Power grid:
Scale: 2 px per um. Pins as bars on the die edge. Tap cells in grey.
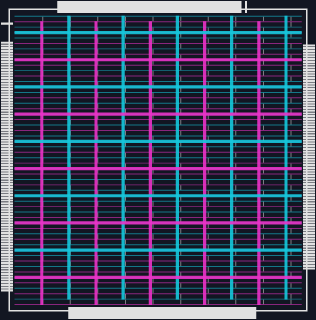
Routed metal, one colour a layer:
Scale: 3 px per um.
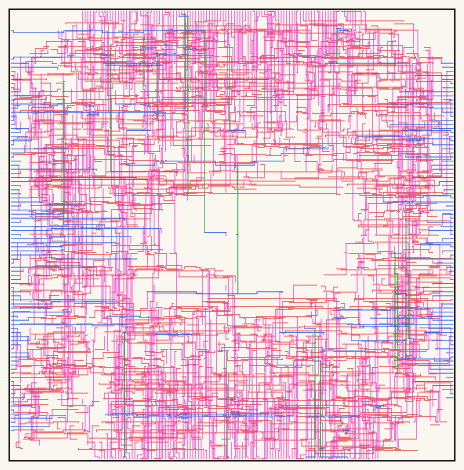
Placement density heat map:
Scale: 2 px per um. The die is cut into 15 by 15 equal tiles; white is low, dark blue is high, 0 to 100% covered.
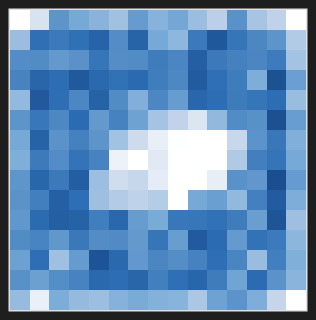
M4 wires:
Scale: 4 px per um. Supply wires on this layer in grey. Cells faint in the background.
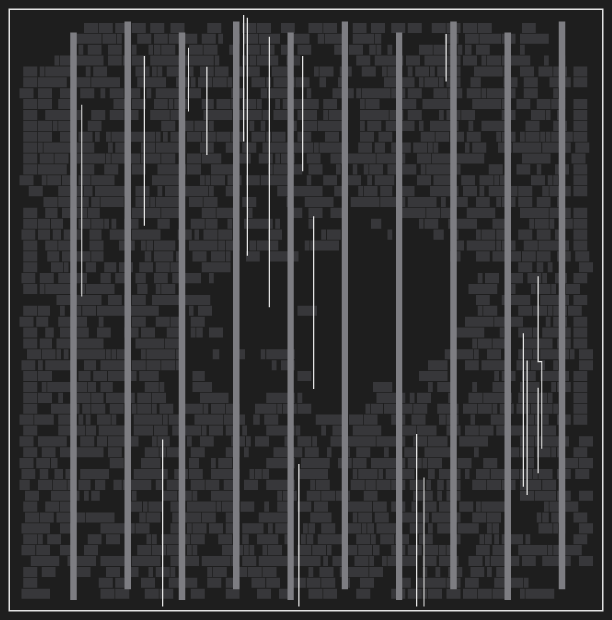
Clock routing:
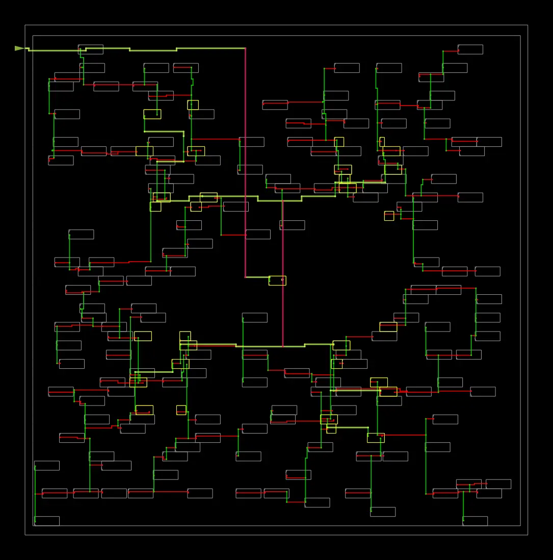
===== config.mk =====
export PLATFORM = sky130hd
export DESIGN_NAME = id_ex_stage
export DESIGN_NICKNAME = d
export VERILOG_FILES = /design/src/rtl/core_pkg.sv /design/src/rtl/fwd_unit.sv /design/src/rtl/id_ex_stage.sv
export SDC_FILE = /design/constraint.sdc
export NUM_CORES = 1
export LEC_CHECK = 0
export CORE_AREA = 2 2 146 148
export CTS_BUF_LIST = sky130_fd_sc_hd__clkbuf_8
export DETAILED_ROUTE_END_ITERATION = 7
export DIE_AREA = 0 0 148 150
export GPL_ROUTABILITY_DRIVEN = 0
export PLACE_DENSITY_LB_ADDON = 0.25
export SLEW_MARGIN = 20
export SYNTH_ARGS = -nofsm -noshare
export SYNTH_HDL_FRONTEND = slang
export SYNTH_SLANG_ARGS = --single-unit

===== constraint.sdc =====
create_clock -name clk -period 6.7 [get_ports clk]
set_input_delay 1.675 -clock clk [delete_from_list [all_inputs] [get_ports clk]]
set_output_delay 1.675 -clock clk [all_outputs]
set_load 0.01 [all_outputs]

===== src/rtl/core_pkg.sv =====
// Shared RV32I core definitions: ALU control encodings, forwarding selects and
// the control bundle carried through the ID/EX register.
package core_pkg;

  localparam int ALUCTRL_WIDTH = 5;

  localparam logic [ALUCTRL_WIDTH-1:0] ALU_ADD  = 5'd0;
  localparam logic [ALUCTRL_WIDTH-1:0] ALU_SUB  = 5'd1;
  localparam logic [ALUCTRL_WIDTH-1:0] ALU_SLL  = 5'd2;
  localparam logic [ALUCTRL_WIDTH-1:0] ALU_SLT  = 5'd3;
  localparam logic [ALUCTRL_WIDTH-1:0] ALU_SLTU = 5'd4;
  localparam logic [ALUCTRL_WIDTH-1:0] ALU_XOR  = 5'd5;
  localparam logic [ALUCTRL_WIDTH-1:0] ALU_SRL  = 5'd6;
  localparam logic [ALUCTRL_WIDTH-1:0] ALU_SRA  = 5'd7;
  localparam logic [ALUCTRL_WIDTH-1:0] ALU_OR   = 5'd8;
  localparam logic [ALUCTRL_WIDTH-1:0] ALU_AND  = 5'd9;
  localparam logic [ALUCTRL_WIDTH-1:0] ALU_BEQ  = 5'd10;
  localparam logic [ALUCTRL_WIDTH-1:0] ALU_BNE  = 5'd11;
  localparam logic [ALUCTRL_WIDTH-1:0] ALU_BLT  = 5'd12;
  localparam logic [ALUCTRL_WIDTH-1:0] ALU_BGE  = 5'd13;
  localparam logic [ALUCTRL_WIDTH-1:0] ALU_BLTU = 5'd14;
  localparam logic [ALUCTRL_WIDTH-1:0] ALU_BGEU = 5'd15;
  localparam logic [ALUCTRL_WIDTH-1:0] ALU_LUI  = 5'd16;
  localparam logic [ALUCTRL_WIDTH-1:0] ALU_IMM  = 5'd17;

  typedef enum logic [1:0] {
    FWD_REG,
    FWD_MEM,
    FWD_WB
  } fwd_sel_e;

  typedef struct packed {
    logic                     mem_read;
    logic                     mem_write;
    logic                     reg_write;
    logic                     op1_pc;
    logic                     op2_imm;
    logic [ALUCTRL_WIDTH-1:0] alu_ctrl;
  } ex_ctrl_t;

endpackage


===== src/rtl/fwd_unit.sv =====
// Operand forwarding select for one source register; MEM beats WB, x0 never forwards.
module fwd_unit
  import core_pkg::*;
#(
  parameter int REG_AW = 5
) (
  input  logic [REG_AW-1:0] rs_addr,
  input  logic              rs_use,
  input  logic [REG_AW-1:0] mem_rd_addr,
  input  logic              mem_reg_write,
  input  logic [REG_AW-1:0] wb_rd_addr,
  input  logic              wb_reg_write,
  output fwd_sel_e          sel
);

  logic live;

  assign live = rs_use & (rs_addr != '0);

  always_comb begin
    sel = FWD_REG;
    if (live && mem_reg_write && (mem_rd_addr == rs_addr)) begin
      sel = FWD_MEM;
    end else if (live && wb_reg_write && (wb_rd_addr == rs_addr)) begin
      sel = FWD_WB;
    end
  end

endmodule


===== src/rtl/id_ex_stage.sv =====
// ID/EX pipeline register: load-use bubble insertion, flush/hold handling and
// MEM/WB operand forwarding straight into the ALU operand muxes.
module id_ex_stage
  import core_pkg::*;
#(
  parameter int XLEN      = 32,
  parameter int REG_AW    = 5,
  parameter int ALUCTRL_W = 5
) (
  input  logic                 clk,
  input  logic                 rst,
  input  logic                 hold,
  input  logic                 flush,
  input  logic                 id_valid,
  input  logic [XLEN-1:0]      id_pc,
  input  logic [REG_AW-1:0]    id_rs1_addr,
  input  logic [REG_AW-1:0]    id_rs2_addr,
  input  logic [REG_AW-1:0]    id_rd_addr,
  input  logic                 id_use_rs1,
  input  logic                 id_use_rs2,
  input  logic [XLEN-1:0]      id_rs1_data,
  input  logic [XLEN-1:0]      id_rs2_data,
  input  logic [XLEN-1:0]      id_imm,
  input  logic [ALUCTRL_W-1:0] id_alu_ctrl,
  input  logic                 id_op1_pc,
  input  logic                 id_op2_imm,
  input  logic                 id_mem_read,
  input  logic                 id_mem_write,
  input  logic                 id_reg_write,
  input  logic [REG_AW-1:0]    mem_rd_addr,
  input  logic                 mem_reg_write,
  input  logic [XLEN-1:0]      mem_result,
  input  logic [REG_AW-1:0]    wb_rd_addr,
  input  logic                 wb_reg_write,
  input  logic [XLEN-1:0]      wb_result,
  output logic                 stall_id,
  output logic                 ex_valid,
  output logic [XLEN-1:0]      ex_pc,
  output logic [REG_AW-1:0]    ex_rd_addr,
  output logic                 ex_mem_read,
  output logic                 ex_mem_write,
  output logic                 ex_reg_write,
  output logic [XLEN-1:0]      ex_alu_op1,
  output logic [XLEN-1:0]      ex_alu_op2,
  output logic [ALUCTRL_W-1:0] ex_alu_ctrl,
  output logic [XLEN-1:0]      ex_store_data
);

  localparam ex_ctrl_t CTRL_BUBBLE = '{
    mem_read:  1'b0,
    mem_write: 1'b0,
    reg_write: 1'b0,
    op1_pc:    1'b0,
    op2_imm:   1'b0,
    alu_ctrl:  ALU_ADD
  };

  logic              vld_p1;
  logic [XLEN-1:0]   pc_p1;
  logic [REG_AW-1:0] rs1_addr_p1;
  logic [REG_AW-1:0] rs2_addr_p1;
  logic [REG_AW-1:0] rd_addr_p1;
  logic [XLEN-1:0]   rs1_data_p1;
  logic [XLEN-1:0]   rs2_data_p1;
  logic [XLEN-1:0]   imm_p1;
  logic              use_rs1_p1;
  logic              use_rs2_p1;
  ex_ctrl_t          ctrl_p1;
  ex_ctrl_t          id_ctrl;
  logic              load_use;
  fwd_sel_e          fwd1_sel;
  fwd_sel_e          fwd2_sel;
  logic [XLEN-1:0]   fwd_rs1;
  logic [XLEN-1:0]   fwd_rs2;

  function automatic logic [XLEN-1:0] pick_operand(input fwd_sel_e sel,
                                                   input logic [XLEN-1:0] reg_val);
    case (sel)
      FWD_MEM: return mem_result;
      FWD_WB:  return wb_result;
      default: return reg_val;
    endcase
  endfunction

  always_comb begin
    id_ctrl           = CTRL_BUBBLE;
    id_ctrl.mem_read  = id_mem_read;
    id_ctrl.mem_write = id_mem_write;
    id_ctrl.reg_write = id_reg_write;
    id_ctrl.op1_pc    = id_op1_pc;
    id_ctrl.op2_imm   = id_op2_imm;
    id_ctrl.alu_ctrl  = id_alu_ctrl;
  end

  // A load in EX cannot forward its data yet; the consumer in ID must wait a cycle.
  assign load_use = vld_p1 & ctrl_p1.mem_read & (rd_addr_p1 != '0) &
                    ((id_use_rs1 & (id_rs1_addr == rd_addr_p1)) |
                     (id_use_rs2 & (id_rs2_addr == rd_addr_p1)));

  assign stall_id = id_valid & load_use & ~flush;

  // ---- ID -> EX register boundary ----
  always_ff @(posedge clk) begin
    if (rst) begin
      vld_p1      <= 1'b0;
      ctrl_p1     <= CTRL_BUBBLE;
      use_rs1_p1  <= 1'b0;
      use_rs2_p1  <= 1'b0;
      pc_p1       <= '0;
      rs1_addr_p1 <= '0;
      rs2_addr_p1 <= '0;
      rd_addr_p1  <= '0;
      rs1_data_p1 <= '0;
      rs2_data_p1 <= '0;
      imm_p1      <= '0;
    end else if (!hold) begin
      pc_p1       <= id_pc;
      rs1_addr_p1 <= id_rs1_addr;
      rs2_addr_p1 <= id_rs2_addr;
      rd_addr_p1  <= id_rd_addr;
      rs1_data_p1 <= id_rs1_data;
      rs2_data_p1 <= id_rs2_data;
      imm_p1      <= id_imm;
      if (flush || load_use) begin
        vld_p1     <= 1'b0;
        ctrl_p1    <= CTRL_BUBBLE;
        use_rs1_p1 <= 1'b0;
        use_rs2_p1 <= 1'b0;
      end else begin
        vld_p1     <= id_valid;
        ctrl_p1    <= id_ctrl;
        use_rs1_p1 <= id_use_rs1;
        use_rs2_p1 <= id_use_rs2;
      end
    end
  end

  fwd_unit #(.REG_AW(REG_AW)) u_fwd_rs1 (
    .rs_addr       (rs1_addr_p1),
    .rs_use        (use_rs1_p1),
    .mem_rd_addr   (mem_rd_addr),
    .mem_reg_write (mem_reg_write),
    .wb_rd_addr    (wb_rd_addr),
    .wb_reg_write  (wb_reg_write),
    .sel           (fwd1_sel)
  );

  fwd_unit #(.REG_AW(REG_AW)) u_fwd_rs2 (
    .rs_addr       (rs2_addr_p1),
    .rs_use        (use_rs2_p1),
    .mem_rd_addr   (mem_rd_addr),
    .mem_reg_write (mem_reg_write),
    .wb_rd_addr    (wb_rd_addr),
    .wb_reg_write  (wb_reg_write),
    .sel           (fwd2_sel)
  );

  assign fwd_rs1 = pick_operand(fwd1_sel, rs1_data_p1);
  assign fwd_rs2 = pick_operand(fwd2_sel, rs2_data_p1);

  assign ex_valid      = vld_p1;
  assign ex_pc         = pc_p1;
  assign ex_rd_addr    = rd_addr_p1;
  assign ex_mem_read   = vld_p1 & ctrl_p1.mem_read;
  assign ex_mem_write  = vld_p1 & ctrl_p1.mem_write;
  assign ex_reg_write  = vld_p1 & ctrl_p1.reg_write;
  assign ex_alu_ctrl   = ctrl_p1.alu_ctrl;
  assign ex_alu_op1    = ctrl_p1.op1_pc  ? pc_p1  : fwd_rs1;
  assign ex_alu_op2    = ctrl_p1.op2_imm ? imm_p1 : fwd_rs2;
  assign ex_store_data = fwd_rs2;

endmodule


==> highlights.md <==
* 0 — Setup Buffers After CTS
* 1,502 — DP Cell Count
* multiplexers — biggest combinational cell group after synthesis
* combinational gates — largest contributor to cell area by class
* reg -> reg — Hold WC Path Type
* 22,200 sq um — floorplan die area
* 674 uW — reported clock group power
* 91.9% — Period Utilization, post-route
* 0% — share of synthesized registers carrying an async set or reset
* 30.1% — relative slew slack
* completed — run status
* 2.98% — clock-cell share of area
* 0 — number of gates resized after cts
* 97 — maximum number of pins on one net before global-route repair
* 37.3% — sequential cell area fraction in the yosys report
* 178 nW/um^2 — Power Dens Cells
* 0 — total count of max-transition violations in the final report
* 11,900 um — M1 wire length
* 542 uW — power drawn by the combinational cells
* 43,700 um — global-route wire length before repair
* 4 — number of H-tree branching levels
* 3.14% — XOR-XNOR Cells, Area Fraction
* 37.3% — top cell type's share of synthesized area
* 35.6% — share of cell area taken by multi-input logic gates
* sequential cells — Top power group
* 0 — Overflow after GRT
* sky130_fd_sc_hd__clkbuf_8 — clock root buffer
* 0 — number of enable flip-flop cells
* 3130 sq um — area occupied by registers
* 376 x sky130_fd_sc_hd__clkdlybuf4s50_1, 207 x sky130_fd_sc_hd__mux2i_1, 176 x sky130_fd_sc_hd__nor2_1 — commonest cells after routing, fill and taps aside
* 43.5% — met2 layer usage reported by global route
* 473 ps — tightest hold margin
* 493 — drt first-iter violations
* 45.8% — part of the power in registers
* 586 — MI comb cells
* 12,600 sq um — final instance area
* 2240 uW — Power Total
* 24.7% — fraction of synthesized area in multiplexers
* 162 MHz — peak clock frequency supported by timing
* 5 — iteration count of the initial detailed-routing pass
* sky130_fd_sc_hd__dfxtp_1 — cell taking the most area after synthesis
* sky130_fd_sc_hd__clkdlybuf4s50_1 — most frequent logic cell in the layout
* 379 — number of primary I/O pins
* 6160 ps — time the worst path needs with I/O delays and setup
* met2 — gr busiest metal
* 24.8% — fraction of standard cell area that is sequential
* 543 ps — crit path setup slack, layout
* in -> out — Crit Path Class
## Picture notes: 'power grid'
| colour | net |
|---|---|
| cyan | VDD |
| magenta | VSS |
met5 straps: 10
met1 rails: 54
rows: 53
met4 straps: 10
Core Area: 20,700 sq um
height of the die: 150 um
worst vdd rail ir drop: 0.101 mV
overall die width: 148 um

## Picture notes: 'routed metal, one colour a layer'
| colour | layer | wire length |
|---|---|---|
| green | metal 4 | 656 um |
| magenta | metal 2 | 14,100 um |
| blue | metal 3 | 2,380 um |
| red | metal 1 | 11,900 um |
total global-route track usage: 25.4%
total wirelength of the detailed-routed design: 29,100 um
routed wire length per instance: 18.9 um
Via Count: 7,922

## Picture notes: 'placement density heat map'
tiles over 75% full: 17%
mean over tiles: 55%
emptiest ninth of the die: middle
nearly empty tiles: 5.8%
fullest tile: 88%
fp_density: 40.5%
final cell utilization of the core: 61.0%

## Picture notes: 'M4 wires'
nets with wire on the layer: 18
share of all routed wire: 2.3%
longest straight run: 67.3 um
wire length on this layer: 656 um

## Picture notes: 'clock routing'
number of clock-tree buffers in the layout: 21
clock network latency to the later pin of the worst-skew pair: 440 ps
Layout Skew: 4.03 ps
CTS buffer count: 17

==> critical path, stage by stage <==
cell	delay (ps)
sky130_fd_sc_hd__clkdlybuf4s50_1	470
sky130_fd_sc_hd__xor2_1	180
sky130_fd_sc_hd__nor4_2	410
sky130_fd_sc_hd__nand4b_4	170
sky130_fd_sc_hd__nor2b_4	280
sky130_fd_sc_hd__buf_4	340
sky130_fd_sc_hd__a221oi_2	330
sky130_fd_sc_hd__clkdlybuf4s50_1	590
==> flip-flops by register name, indices dropped and copies added, names as in the netlist <==
signal / flops
use_rs2_p1: 1
ctrl_p1: 5
ex_alu_ctrl: 5
rs2_addr_p1: 5
ex_pc: 32
ex_valid: 1
rs1_addr_p1: 5
rs1_data_p1: 32
imm_p1: 32
ex_rd_addr: 5
use_rs1_p1: 1
rs2_data_p1: 32
Power and IR drop assume default switching activity.
